<file path="config.mk">
export PLATFORM = sky130hd
export DESIGN_NAME = seq_div32by16
export DESIGN_NICKNAME = d
export VERILOG_FILES = /design/src/rtl/div_pkg.sv /design/src/rtl/div_step.sv /design/src/rtl/seq_div32by16.sv
export SDC_FILE = /design/constraint.sdc
export NUM_CORES = 1
export LEC_CHECK = 0
export ABC_AREA = 1
export CAP_MARGIN = 10
export CORE_ASPECT_RATIO = 1.75
export CORE_MARGIN = 2
export CORE_UTILIZATION = 53
export DETAILED_ROUTE_END_ITERATION = 10
export GPL_TIMING_DRIVEN = 0
export PLACE_DENSITY_LB_ADDON = 0.3
export SKIP_LAST_GASP = 1
export SYNTH_ARGS = -nofsm -noshare
export SYNTH_HDL_FRONTEND = slang
export SYNTH_SLANG_ARGS = --single-unit
export TNS_END_PERCENT = 100
</file>
<file path="constraint.sdc">
create_clock -name clk -period 2.95 [get_ports clk]
set_input_delay 0.295 -clock clk [delete_from_list [all_inputs] [get_ports clk]]
set_output_delay 0.295 -clock clk [all_outputs]
set_load 0.005 [all_outputs]
</file>
<file path="src/rtl/div_pkg.sv">
// Shared types and constants for the sequential 32/16 signed divider.
package div_pkg;

  localparam int unsigned DIVIDEND_W = 32;
  localparam int unsigned DIVISOR_W  = 16;
  localparam int unsigned CNT_W      = 5;

  localparam logic [DIVISOR_W-1:0] Q_MAX = 16'h7FFF;
  localparam logic [DIVISOR_W-1:0] Q_MIN = 16'h8000;

  typedef enum logic [2:0] {
    IDLE,
    LOAD,
    ITER,
    FIX,
    DONE
  } div_state_e;

  typedef struct packed {
    logic [DIVISOR_W-1:0] q;
    logic [DIVISOR_W-1:0] r;
    logic                 dz;
    logic                 ovf;
  } div_res_t;

  // Saturated quotient for a given result sign.
  function automatic logic [DIVISOR_W-1:0] sat_q(input logic neg);
    return neg ? Q_MIN : Q_MAX;
  endfunction

endpackage

</file>
<file path="src/rtl/div_step.sv">
// One combinational restoring-division step on the shifted partial remainder.
module div_step
  import div_pkg::*;
(
  input  logic [DIVISOR_W:0]   rem_i,
  input  logic [DIVISOR_W-1:0] dabs_i,
  output logic [DIVISOR_W-1:0] rem_o,
  output logic                 q_bit_o
);

  // rem_i < 2*|d| always holds, so a kept or restored remainder fits in 16 bits.
  always_comb begin
    q_bit_o = (rem_i >= {1'b0, dabs_i});
    rem_o   = q_bit_o ? DIVISOR_W'(rem_i - {1'b0, dabs_i}) : rem_i[DIVISOR_W-1:0];
  end

endmodule

</file>
<file path="src/rtl/seq_div32by16.sv">
// Sequential signed 32/16 restoring divider with valid/ready handshakes.
// Define APPROX_DIV_EN to skip the low APPROX_BITS quotient iterations.
module seq_div32by16
  import div_pkg::*;
#(
  parameter int unsigned APPROX_BITS = 4
) (
  input  logic                  clk,
  input  logic                  rst_n,
  input  logic                  in_valid,
  output logic                  in_ready,
  input  logic [DIVIDEND_W-1:0] x,
  input  logic [DIVISOR_W-1:0]  d,
  output logic                  out_valid,
  input  logic                  out_ready,
  output logic [DIVISOR_W-1:0]  q,
  output logic [DIVISOR_W-1:0]  r,
  output logic                  dz,
  output logic                  ovf
);

`ifdef APPROX_DIV_EN
  localparam bit APPROX_EN = 1'b1;
`else
  localparam bit APPROX_EN = 1'b0;
`endif
  localparam int unsigned SKIP  = APPROX_EN ? APPROX_BITS : 0;
  localparam int unsigned ITERS = DIVISOR_W - SKIP;

  div_state_e            state_q, state_d;
  logic [DIVIDEND_W-1:0] x_q, x_d;
  logic [DIVISOR_W-1:0]  d_q, d_d;
  logic [DIVISOR_W-1:0]  rem_q, rem_d;
  logic [DIVISOR_W-1:0]  lo_q, lo_d;
  logic [CNT_W-1:0]      cnt_q, cnt_d;
  logic                  qneg_q, qneg_d;
  logic                  rneg_q, rneg_d;
  div_res_t              res_q, res_d;
  logic                  in_ready_q, in_ready_d;
  logic                  out_valid_q, out_valid_d;

  logic [DIVIDEND_W-1:0] xabs_c;
  logic [DIVISOR_W-1:0]  dabs_c;
  logic [DIVISOR_W-1:0]  step_rem_c;
  logic                  step_qbit_c;
  logic [DIVISOR_W-1:0]  qmag_c;
  logic [DIVISOR_W-1:0]  rmag_c;

  div_step u_step (
    .rem_i   ({rem_q, lo_q[DIVISOR_W-1]}),
    .dabs_i  (dabs_c),
    .rem_o   (step_rem_c),
    .q_bit_o (step_qbit_c)
  );

  // Magnitudes; -2^31 maps to 2^31 as an unsigned 32-bit value.
  always_comb begin
    xabs_c = x_q[DIVIDEND_W-1] ? DIVIDEND_W'(-x_q) : x_q;
    dabs_c = d_q[DIVISOR_W-1]  ? DIVISOR_W'(-d_q)  : d_q;
    // Skipped iterations leave unconsumed dividend bits in lo_q; they fold into r.
    qmag_c = DIVISOR_W'(lo_q << SKIP);
    rmag_c = DIVISOR_W'({rem_q, lo_q} >> ITERS);
  end

  always_comb begin
    state_d     = state_q;
    x_d         = x_q;
    d_d         = d_q;
    rem_d       = rem_q;
    lo_d        = lo_q;
    cnt_d       = cnt_q;
    qneg_d      = qneg_q;
    rneg_d      = rneg_q;
    res_d       = res_q;
    in_ready_d  = in_ready_q;
    out_valid_d = out_valid_q;

    unique case (state_q)
      IDLE: begin
        if (in_valid) begin
          x_d        = x;
          d_d        = d;
          in_ready_d = 1'b0;
          state_d    = LOAD;
        end
      end

      LOAD: begin
        qneg_d = x_q[DIVIDEND_W-1] ^ d_q[DIVISOR_W-1];
        rneg_d = x_q[DIVIDEND_W-1];
        if (d_q == '0) begin
          res_d       = '{q: sat_q(x_q[DIVIDEND_W-1]), r: '0, dz: 1'b1, ovf: 1'b0};
          out_valid_d = 1'b1;
          state_d     = DONE;
        end else if (xabs_c[DIVIDEND_W-1:DIVISOR_W] >= dabs_c) begin
          res_d       = '{q: sat_q(x_q[DIVIDEND_W-1] ^ d_q[DIVISOR_W-1]), r: '0,
                          dz: 1'b0, ovf: 1'b1};
          out_valid_d = 1'b1;
          state_d     = DONE;
        end else begin
          rem_d   = xabs_c[DIVIDEND_W-1:DIVISOR_W];
          lo_d    = xabs_c[DIVISOR_W-1:0];
          cnt_d   = '0;
          state_d = ITER;
        end
      end

      ITER: begin
        rem_d = step_rem_c;
        lo_d  = {lo_q[DIVISOR_W-2:0], step_qbit_c};
        cnt_d = cnt_q + CNT_W'(1);
        if (cnt_q == CNT_W'(ITERS - 1)) begin
          state_d = FIX;
        end
      end

      FIX: begin
        if (qneg_q ? (qmag_c > Q_MIN) : qmag_c[DIVISOR_W-1]) begin
          res_d = '{q: sat_q(qneg_q), r: '0, dz: 1'b0, ovf: 1'b1};
        end else begin
          res_d = '{q: qneg_q ? DIVISOR_W'(-qmag_c) : qmag_c,
                    r: rneg_q ? DIVISOR_W'(-rmag_c) : rmag_c,
                    dz: 1'b0, ovf: 1'b0};
        end
        out_valid_d = 1'b1;
        state_d     = DONE;
      end

      DONE: begin
        if (out_ready) begin
          out_valid_d = 1'b0;
          in_ready_d  = 1'b1;
          state_d     = IDLE;
        end
      end

      default: begin
        out_valid_d = 1'b0;
        in_ready_d  = 1'b1;
        state_d     = IDLE;
      end
    endcase
  end

  always_ff @(posedge clk or negedge rst_n) begin
    if (!rst_n) begin
      state_q     <= IDLE;
      x_q         <= '0;
      d_q         <= '0;
      rem_q       <= '0;
      lo_q        <= '0;
      cnt_q       <= '0;
      qneg_q      <= 1'b0;
      rneg_q      <= 1'b0;
      res_q       <= '0;
      in_ready_q  <= 1'b1;
      out_valid_q <= 1'b0;
    end else begin
      state_q     <= state_d;
      x_q         <= x_d;
      d_q         <= d_d;
      rem_q       <= rem_d;
      lo_q        <= lo_d;
      cnt_q       <= cnt_d;
      qneg_q      <= qneg_d;
      rneg_q      <= rneg_d;
      res_q       <= res_d;
      in_ready_q  <= in_ready_d;
      out_valid_q <= out_valid_d;
    end
  end

  assign in_ready  = in_ready_q;
  assign out_valid = out_valid_q;
  assign q         = res_q.q;
  assign r         = res_q.r;
  assign dz        = res_q.dz;
  assign ovf       = res_q.ovf;

endmodule

</file>
==> Slide: Implementation Results, run 1 <==
Synthesis and Place & Route Summary

Synthesis
  – Main synth FF type: dfrtp_1
  – Unique masters post-synth: 43
  – Dominant comb cell: simple AND/OR/NAND/NOR gates
  – Cell taking the most area after synthesis: dfrtp_1
  – Syn Area/Cell: 6.502 um2
  – Mux cell area share: 0
  – Flip-flops with a built-in enable: 0
  – Yosys chip area: 9135 um2
  – Yosys cell count: roughly 1400
  – Top cells by count: nand2_1 (504), inv_1 (168), nand3_1 (158), nor2_1 (147), dfrtp_1 (125)
  – Syn Std Cell Area: 9135 um2
  – Adders+Majority by Area: 0.05424
  – Ao+oa area frac: 0.06752
  – Post-synthesis net count: 1496
  – And+or+nand+nor area frac: 0.3975
  – Top cell area share: 0.3424
  – Yosys top cell by instances: nand2_1
  – Synth top area cells: dfrtp_1 (34%), nand2_1 (21%), nand3_1 (8.7%)
  – Synth warn: 0
  – Synth Register Bits: 126
  – Fraction of registers with async set/reset: 1.000
  – Register share after synthesis: 0.3453
  – Synth Area in XOR/XNOR: 0.04219
  – Synthesized instance count: 1405

Route
  – Top Metal Used: met4
  – Routed vias/inst: approximately 5.4
  – Router iterations before antenna repair: 6
  – Antenna viol nets, final: 0
  – Met1 WL: 10120 um
  – Remaining DRCs: 0
  – DRT iter0 DRCs: 694
  – Routed wl met3: 1630 um
  – Met2 routed wirelength: 14360 um

Die
  – Core area: 16950 um2
  – Die Area: 18340 um2
  – Die width: 103.2 um
  – # IOs: 88
  – Die Span Y: 177.7 um
  – # Taps: 227
  – Fp_density: 0.5390

Timing
  – Setup TNS: -13780 ps
  – # setup viols final: 74
  – Clock skew: 8.827 ps
  – Fmax: 0.3100 GHz
  – Worst setup slack after layout: -275.4 ps
  – Slew Limit Fails: 0
  – Max-slew headroom: 0.4257
  – Final Hold Fails: 0
  – Min Clock Period, post-route: 3225 ps
  – RSZ-0062 raised after global routing: true
  – Period Utilization, post-route: 1.093
  – Fin Hold WS: 360.0 ps
  – Slew @ Worst Pin: ~860 ps

GRT
  – Met3 usage: 0.04569
  – First-pass GRT wire length: roughly 43000 um
  – Global-route layer with the greatest usage: met2
  – GRT Residual Overflow: 0
  – Met2 Use GR: 0.5390
  – Vias in the first global route: 9264
  – Antenna violations before repair: 0
  – Largest net degree at the start of global routing: 80

Clock tree
  – Clock slew at reported path FFs: 60 ps
  – Hold_buf cts: 1
  – TritonCTS Buffers: 17
  – Post-CTS Resized: ~80
  – Clk root buf: clkbuf_16
  – Deepest clock path buffer count: 2
  – Latency at later pin: 430 ps
  – CTS tree: yes
  – Clk sinks: 126
  – H-tree depth: 4
  – Setup Buffers After CTS: 22

Worst hold path
  – Hold Path Class: input pin to asynchronous set/reset pin

Placement
  – DP HPWL: ~20000 um
  – Placed Area: 10320 um2
  – Port bufs: roughly 87
  – DP Cell Count: 1720
  – Routability cong.: 1.020

Layout
  – FF+latch area: 3163 um2
  – Share of cells above drive strength 1: 0.1666
  – Non-clk buf share: 0.1332
  – ANT cells: 0
  – MI comb cells: 1066
  – Nets: 1653
  – Largest class: logic gates
  – Clock network share of area: 0.04785
  – # clk buffers: 19
  – Logic share of the area: 0.4772
  – Nonclk buf count: 175
  – Synth-to-Final Area Change: 31.97%
  – Number of ordinary inverters in the final layout: 176
  – Logic cell area: 5753 um2
  – Seq_cells: approximately 130

Worst setup path
  – Critical R2R Capture: lo_q[0]
  – Worst Path Required: about 3300 ps
  – Largest fanout on the critical path: 5
  – Crit Path Category: flip-flop to flip-flop
  – Worst path arrival time: 3540 ps
  – Reg2reg path depth: 22
  – CP Capture Type: flip-flop
  – Worst R2R Start: x_q[0]
  – Startpoint class of the critical path: flip-flop
  – Worst R2R Setup Slack: -280 ps

Outcome
  – Failing checks: setup timing
  – Run status: finished, violations left

Job
  – Tool warning count: 28
  – Max_cap viols: 0
## run 1: worst max path at each step
stage,from,cells past startpoint,to
2_1_floorplan,x_q[0],23,lo_q[11]
3_3_place_gp,rst_n,1,d_q[0]
3_5_place_dp,x_q[0],21,lo_q[13]
4_1_cts,d_q[0],20,r[5]
5_1_grt,x_q[0],22,lo_q[7]
6_report,x_q[0],22,lo_q[0]
## run 1: state kept, by name (all words and copies together) (netlist names)
name and cells:
cnt_q 5, d_q 16, dz 1, in_ready 1
lo_q 16, out_valid 1, ovf 1, q 16
qneg_q 1, r 16, rem_q 16, rneg_q 1
state_q 3, x_q 32
## run 1: metrics by stage
step	setup slack [ps]	util
after detailed placement	-872.6	0.6089
after global routing	-379.9	0.7113
final	-275.4	0.7113
after CTS	-131.1	0.6701
after global placement	-3147	0.6072
after floorplan	34.73	-
## run 1: cell usage in the layout (no fill, tap or decap), types with 15 or more instances in the layout
master,netlist,final
clkdlybuf4s50_1,0,86
nand2_1,504,464
nand3_1,158,135
clkbuf_1,16,15
buf_4,1,38
dfrtp_1,125,118
clkbuf_16,0,18
ha_1,38,24
nand2_2,6,41
nand3_2,0,20
nor2_1,147,120
nor2_2,6,21
inv_1,168,160
xor2_1,31,30
nor2_4,3,15
a21oi_1,21,19
nand4_1,19,19
buf_6,3,15
o21ai_0,76,67
## run 1: critical path, stage by stage (launching register included)
cell     delay [ps]
dfrtp_1         390
inv_4           100
ha_4            160
nand3_4         100
nor2_4          180
nand4_1         170
buf_4           170
nand3_1          50
nand2_1         170
ha_1            330
nand2_1          50
inv_1            30
nand2_1          80
nand3_2         110
nand2_4         100
nor2_4           60
nor2_4          260
nand2_8         150
nand2_8         110
inv_8            50
buf_8           130
nand2_2          60
nand2_1          70
==> run_1/layers.png <==
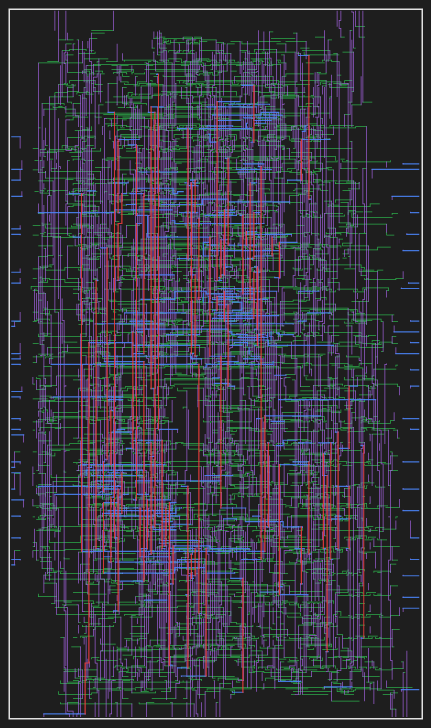
colour	layer	wire length
green	M1	10100 um
blue	M3	1630 um
red	M4	2260 um
purple	M2	14400 um
final wirelength: 28370 um
DR vias: 9806
wire per inst: 15.76 um
GRT Total Usage: 0.3057

==> run_1/m1.png <==
Supply wires on this layer in grey.
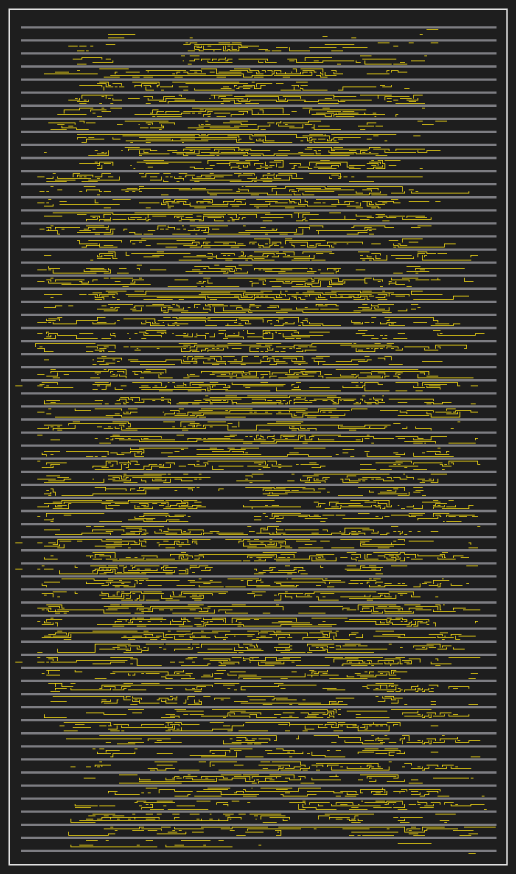
wire length on this layer	10100 um
longest straight run	36.8 um
main direction	horizontal
share of all routed wire	36%
nets with wire on the layer	1498
M1 GR Usage: 0.3253

==> run_1/class_map.png <==
Scale bar: 20 um. Fill, decap, tap and diode cells in grey.
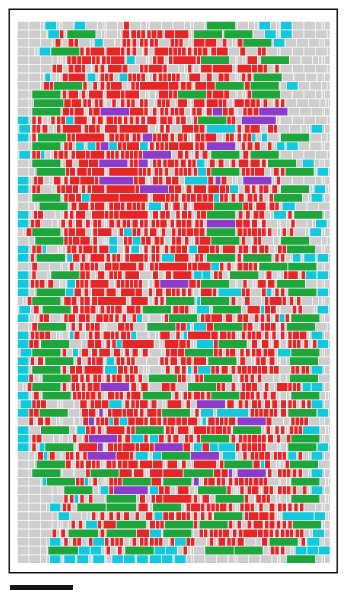
colour	class	cells
cyan	remaining buffers and delay cells	175
purple	clock drivers and dummy loads	30
red	remaining logic cells	1242
green	registers	126
Util after Layout: 0.7113
final instance area: 12060 um2
Core Rows: 63

==> run_1/placed.png <==
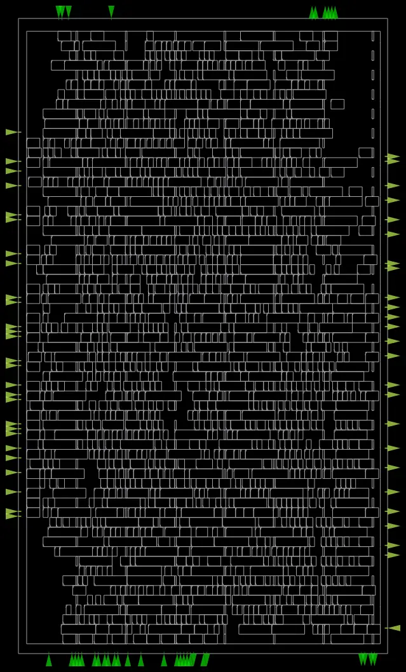
fillers: 1374
non-filler instance count after layout: 1800
sequential share of cell area: 0.2624

==> inputs of run 2 (changes only) <==
--- a/config.mk
+++ b/config.mk
@@ -14,6 +14,7 @@
 export GPL_TIMING_DRIVEN = 0
 export PLACE_DENSITY_LB_ADDON = 0.3
 export SKIP_LAST_GASP = 1
+export SLEW_MARGIN = 20
 export SYNTH_ARGS = -nofsm -noshare
 export SYNTH_HDL_FRONTEND = slang
 export SYNTH_SLANG_ARGS = --single-unit
==> run_2/route_heat.png <==
The die is cut into 21 by 36 equal tiles; black is low, pale yellow is high, scaled to the fullest tile. Values are wire area over tile area, all layers added.
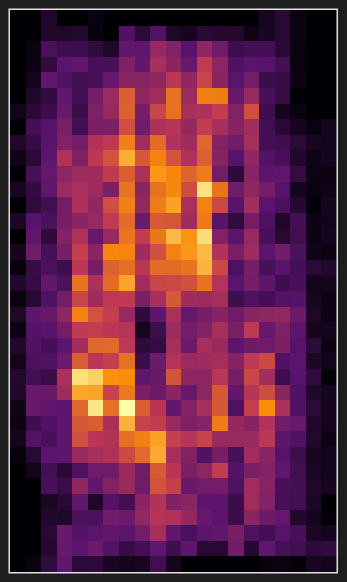
fullest tile	0.89
densest ninth of the die	centre
mean over tiles	0.26
emptiest ninth of the die	upper right
tiles over half the peak	17%

==> run_2/class_map.png <==
Scale bar: 20 um. Fill, decap, tap and diode cells in grey.
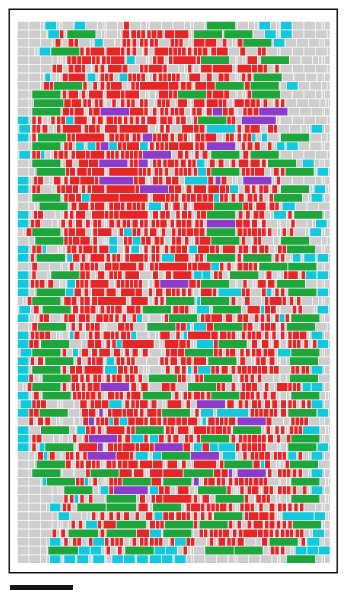
colour	class	cells
red	remaining logic cells	1242
cyan	remaining buffers and delay cells	175
purple	clock drivers and dummy loads	30
green	registers	126
core area: 16950 um2

==> Slide: Implementation Results, run 2 <==
Synthesis and Place & Route Summary

Route
  – Met2 routed wirelength: 14360 um (unchanged)
  – Routed wl met3: 1630 um (unchanged)
  – Remaining DRCs: 0 (unchanged)
  – Antenna viol nets, final: 0 (unchanged)
  – DRT iter0 DRCs: 694 (unchanged)
  – Final wirelength: 28370 um (unchanged)

Placement
  – Port bufs: 87 (unchanged)
  – DP HPWL: 20460 um (unchanged)
  – Routability cong.: 1.020 (unchanged)

Die
  – Die Span Y: 177.7 um (unchanged)
  – Die Area: 18340 um2 (unchanged)
  – Fp_density: 0.5390 (unchanged)

Timing
  – Final Hold Fails: 0 (unchanged)
  – Min Clock Period, post-route: 3225 ps (unchanged)
  – # setup viols final: 74 (unchanged)
  – Fmax: 0.3100 GHz (unchanged)
  – Max-slew headroom: 0.4257 (unchanged)
  – Period Utilization, post-route: 1.093 (unchanged)
  – Worst setup slack after layout: -275.4 ps (unchanged)
  – Clock skew: 8.827 ps (unchanged)
  – Slew Limit Fails: 0 (unchanged)

Layout
  – Final instance area: 12060 um2 (unchanged)
  – Util after Layout: 0.7113 (unchanged)
  – Nets: 1653 (unchanged)
  – Flip-flop count of the largest register after layout: 32 (unchanged)
  – Share of cells above drive strength 1: 0.1666 (unchanged)
  – Top Layout Cells: nand2_1 (464), inv_1 (160), nand3_1 (135)
  – Logic cell area: 5753 um2 (unchanged)
  – Synth-to-Final Area Change: 31.97% (unchanged)

Worst setup path
  – Largest fanout on the critical path: 5 (unchanged)
  – Worst Path Required: 3270 ps (about the same)

Outcome
  – Failing checks: setup timing
  – Run status: finished, violations left

Synthesis
  – Unique masters post-synth: 43 (unchanged)
  – Synth warn: 0 (unchanged)
  – Yosys cell count: 1405 (unchanged)
  – Syn Std Cell Area: 9135 um2 (unchanged)
  – Main synth FF type: dfrtp_1
  – Synth top area cells: dfrtp_1 (34%), nand2_1 (21%), nand3_1 (8.7%)
  – Yosys top cell by instances: nand2_1
  – Fraction of registers with async set/reset: 1.000 (unchanged)
  – Cell taking the most area after synthesis: dfrtp_1
  – Register share after synthesis: 0.3453 (unchanged)

GRT
  – GRT Residual Overflow: 0 (unchanged)
  – Met2 Use GR: 0.5390 (unchanged)
  – Antenna violations before repair: 0 (unchanged)
  – First-pass GRT wire length: 43470 um (unchanged)
  – GRT Total Usage: 0.3057 (unchanged)
  – M1 GR Usage: 0.3253 (unchanged)

Clock tree
  – Deepest clock path buffer count: 2 (unchanged)
  – TritonCTS Buffers: 17 (unchanged)
  – Clk root buf: clkbuf_16
  – Post-CTS Resized: 79 (unchanged)
  – Clk sinks: 126 (unchanged)

Job
  – Tool warning count: 28 (unchanged)
  – Max_cap viols: 0 (unchanged)
run 2: cell counts after synthesis:
No cell type changed its count.
run 2: cell type report:
cell class,instances,area share
plain buffers,37,0.01920
clock buffers,19,0.03591
clock inverters,11,0.01194
inverters,176,0.05584
multi-input cells,1066,0.4772
flip-flops and latches,126,0.2624
well taps,227,0.02356
repair buffers,138,0.1140
run 2: cells by family (layout without fill, tap and decap cells):
logic type | Yosys count | after routing | share of synthesized area
and+or+nand+nor | 865 | 866 | 0.3975
buffers and inverters | 214 | 381 | 0.09327
DFF | 126 | 126 | 0.3453
AOI/OAI and AO/OA | 117 | 117 | 0.06752
xor gates and xnor gates | 44 | 44 | 0.04219
adders and majority gates | 39 | 39 | 0.05424
run 2: critical path: stages, from the launching register on:
cell and delay, ps:
dfrtp_1 390, inv_4 100, ha_4 160, nand3_4 100, nor2_4 180, nand4_1 170
buf_4 170, nand3_1 50, nand2_1 170, ha_1 330, nand2_1 50, inv_1 30
nand2_1 80, nand3_2 110, nand2_4 100, nor2_4 60, nor2_4 260, nand2_8 150
nand2_8 110, inv_8 50, buf_8 130, nand2_2 60, nand2_1 70
run 2: path summary, 6_finish.rpt:
check                       start  depth (start not counted)  endpoint  slack, ps
setup / recovery           x_q[0]                         22   lo_q[0]       -280
hold / removal              rst_n                          2      q[2]        360
setup reg to reg           x_q[0]                         22   lo_q[0]       -280
hold reg to reg             r[14]                          2     r[14]        470
max in group asynchronous   rst_n                          3    d_q[3]       1840
min in group clk             d[7]                          3    d_q[7]        400
run 2: per-stage QoR:
step	setup WS, ps	hold WS, ps
final	-275.4	360.0
after floorplan	34.73	-0.5911
after detailed placement	-872.6	250.9
after global routing	-379.9	414.0
after global placement	-3147	454.9
after CTS	-131.1	377.1
==> run_2/placed.png <==
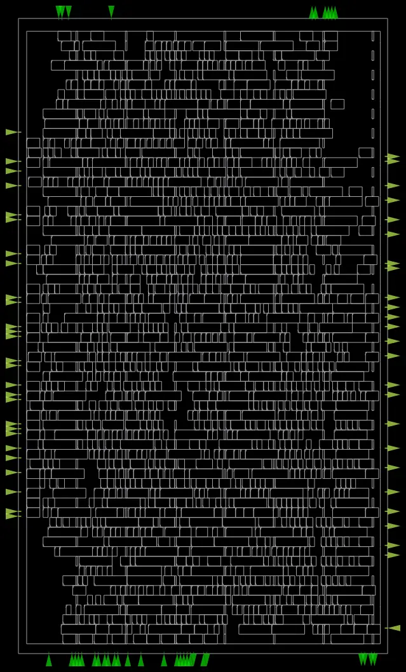

==> inputs of run 3 (changes only) <==
--- a/config.mk
+++ b/config.mk
@@ -11,7 +11,6 @@
 export CORE_MARGIN = 2
 export CORE_UTILIZATION = 53
 export DETAILED_ROUTE_END_ITERATION = 10
-export GPL_TIMING_DRIVEN = 0
 export PLACE_DENSITY_LB_ADDON = 0.3
 export SKIP_LAST_GASP = 1
 export SLEW_MARGIN = 20
==> run_3/placed.png <==
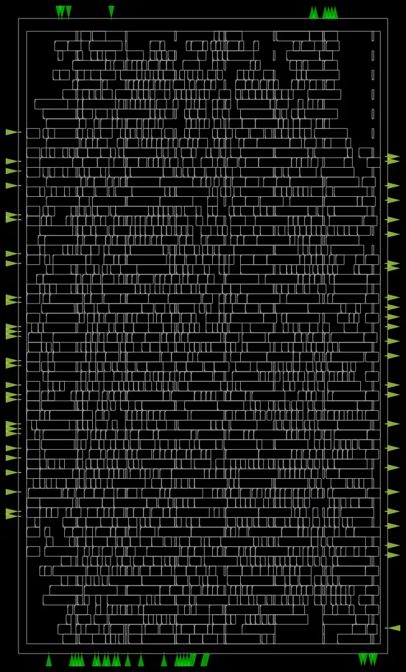
fillers: 1303
non-filler instance count after layout: 1842
# Taps: 227
Util after Layout: 0.7479

==> run_3/route_heat.png <==
The die is cut into 21 by 36 equal tiles; black is low, pale yellow is high, scaled to the fullest tile. Values are wire area over tile area, all layers added.
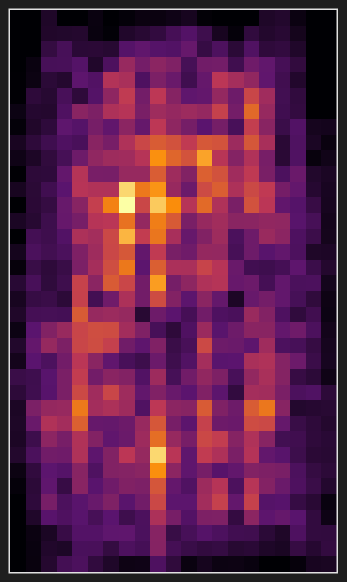
fullest tile	0.96
nearly empty tiles	6.2%
densest ninth of the die	centre
emptiest ninth of the die	upper left
tiles over half the peak	11%
wire per inst: 15.90 um
DR vias: 9944
GRT Total Usage: 0.3050

==> Slide: Implementation Results, run 3 <==
Synthesis and Place & Route Summary

Clock tree
  – TritonCTS Buffers: 17 (unchanged)
  – Clk sinks: 126 (unchanged)
  – Clk root buf: clkbuf_16
  – Deepest clock path buffer count: 2 (unchanged)

Worst setup path
  – Crit path from: x_q[1]
  – Slowest CP cell: dfrtp_1
  – Worst R2R Setup Slack: -80 ps (+190 ps)
  – Crit-path cells: inv_2 -> buf_4 -> nand3_4 -> nor2_4 -> buf_4 -> nand3_1 -> nand3_1 -> nand2_2 -> ha_1 -> nand2_1 -> nand2_1 -> nand2_2 -> nand3_2 -> nor2_4 -> nor2_4 -> nor2_4 -> nand2_8 -> clkbuf_16 -> nand3_4 -> nand3_2
  – Levels on crit path: 20 (-9.1%)
  – Critical R2R Capture: rem_q[10]
  – Crit path top cell by count: nor2_4
  – Reg2reg path depth: 20 (-9.1%)
  – Crit Path Category: flip-flop to flip-flop
  – Worst R2R Start: x_q[1]
  – Largest fanout on the critical path: 8 (+3)
  – Crit-path leading delay family: simple AND/OR/NAND/NOR gates
  – Setup crit end: rem_q[10]
  – Crit-path max cell delay: 370 ps (-20 ps)
  – CP bufs+invs: 4 (-1)
  – Worst Path Required: 3250 ps (-20 ps)

Route
  – Remaining DRCs: 0 (unchanged)
  – Final wirelength: 29290 um (+3.2%)
  – Antenna viol nets, final: 0 (unchanged)
  – DRT iter0 DRCs: 679 (-2.2%)

Worst hold path
  – Hold_sp: d[8]
  – WHS Path Cells: 3
  – Sink of the worst hold path: d_q[8]

Timing
  – Slew Limit Fails: 0 (unchanged)
  – Max-slew headroom: 0.5534 (+0.1277)
  – Period Utilization, post-route: 1.029 (-0.06461)
  – # setup viols final: 35 (-53%)
  – Min Clock Period, post-route: 3035 ps (-190.6 ps)
  – Final Hold Fails: 0 (unchanged)
  – Clock skew: 9.962 ps (+1.135 ps)
  – Fmax: 0.3295 GHz (+6.3%)
  – Worst setup slack after layout: -84.80 ps (+190.6 ps)

Layout
  – Synth-to-Final Area Change: 38.75%
  – Final instance area: 12670 um2 (+5.1%)
  – Share of cells above drive strength 1: 0.2099 (+0.04335)
  – Flip-flop count of the largest register after layout: 32 (unchanged)
  – Nets: 1693 (+2.4%)
  – Top Layout Cells: nand2_1 (471), inv_1 (156), dfrtp_1 (122)

Placement
  – Port bufs: 87 (unchanged)
  – DP HPWL: 20810 um (+1.7%)
  – DP Cell Count: 1789
  – Routability cong.: 1.051 (+3.0%)

Synthesis
  – Synth top area cells: dfrtp_1 (34%), nand2_1 (21%), nand3_1 (8.7%)
  – Main synth FF type: dfrtp_1
  – Top cell area share: 0.3424
  – Synth Register Bits: 126
  – Top cells by count: nand2_1 (504), inv_1 (168), nand3_1 (158), nor2_1 (147), dfrtp_1 (125)
  – Yosys cell count: 1405 (unchanged)
  – Syn Std Cell Area: 9135 um2 (unchanged)
  – Fraction of registers with async set/reset: 1.000 (unchanged)
  – Post-synthesis net count: 1496
  – Unique masters post-synth: 43 (unchanged)
  – Register share after synthesis: 0.3453 (unchanged)
  – Synth warn: 0 (unchanged)
  – Cell taking the most area after synthesis: dfrtp_1
  – Yosys top cell by instances: nand2_1

Job
  – Max_cap viols: 0 (unchanged)
  – Tool warning count: 27 (-3.6%)

Outcome
  – Run status: finished, violations left
  – Failing checks: setup timing

Die
  – Fp_density: 0.5390 (unchanged)
  – Core area: 16950 um2 (unchanged)
  – Die Area: 18340 um2 (unchanged)
  – Die width: a little over 100 um
  – Die Span Y: 177.7 um (unchanged)

GRT
  – First-pass GRT wire length: 43700 um (+0.54%)
  – GRT Residual Overflow: 0 (unchanged)
  – Antenna violations before repair: 0 (unchanged)
## run 3: stage by stage
stage	hold slack (ps)	setup WS (ps)
after floorplan	-0.5911	34.73
after global placement	352.4	-133.1
after detailed placement	366.5	-185.5
after CTS	401.5	1.043
after global routing	413.6	-221.4
final	405.2	-84.80
## run 3: kinds of logic after synthesis
family / after synthesis / synth area share
AND/OR/NAND/NOR: 865 / 0.3975
AND-OR/OR-AND: 117 / 0.06752
XOR/XNOR: 44 / 0.04219
adder cells (fa/ha/maj): 39 / 0.05424
flip-flops: 126 / 0.3453
buffers and inverters: 214 / 0.09327
## run 3: timing repair
action / CTS / global route
gates cloned: 0 / 6
pin swaps: 9 / 61
hold buffers: 1 / 0
endpoints found under the hold margin: 48 / 0
endpoints found under the setup margin: 73 / 74
gates resized: 27 / 172
buffers inserted: 2 / 12
## run 3: layer usage
metal	up-vias	track usage	wire [um]	part of all wire
met5	-	0	0	0
met4	0	0.1667	1691	0.058
met3	128	0.03663	1405	0.048
met2	419	0.5400	15490	0.53
met1	4565	0.3474	10700	0.37
li1	4832	-	-	-
## run 3: final cells by class
class                           instances  area [um2]
Sequential cell                       126        3158
Timing Repair Buffer                  216        2038
Inverter                              176       668.1
Multi-Input combinational cell       1065        5919
Clock inverter                         12       160.2
Tap cell                              227       284.0
Clock buffer                           20       446.7
Fill cell                            1303        4273
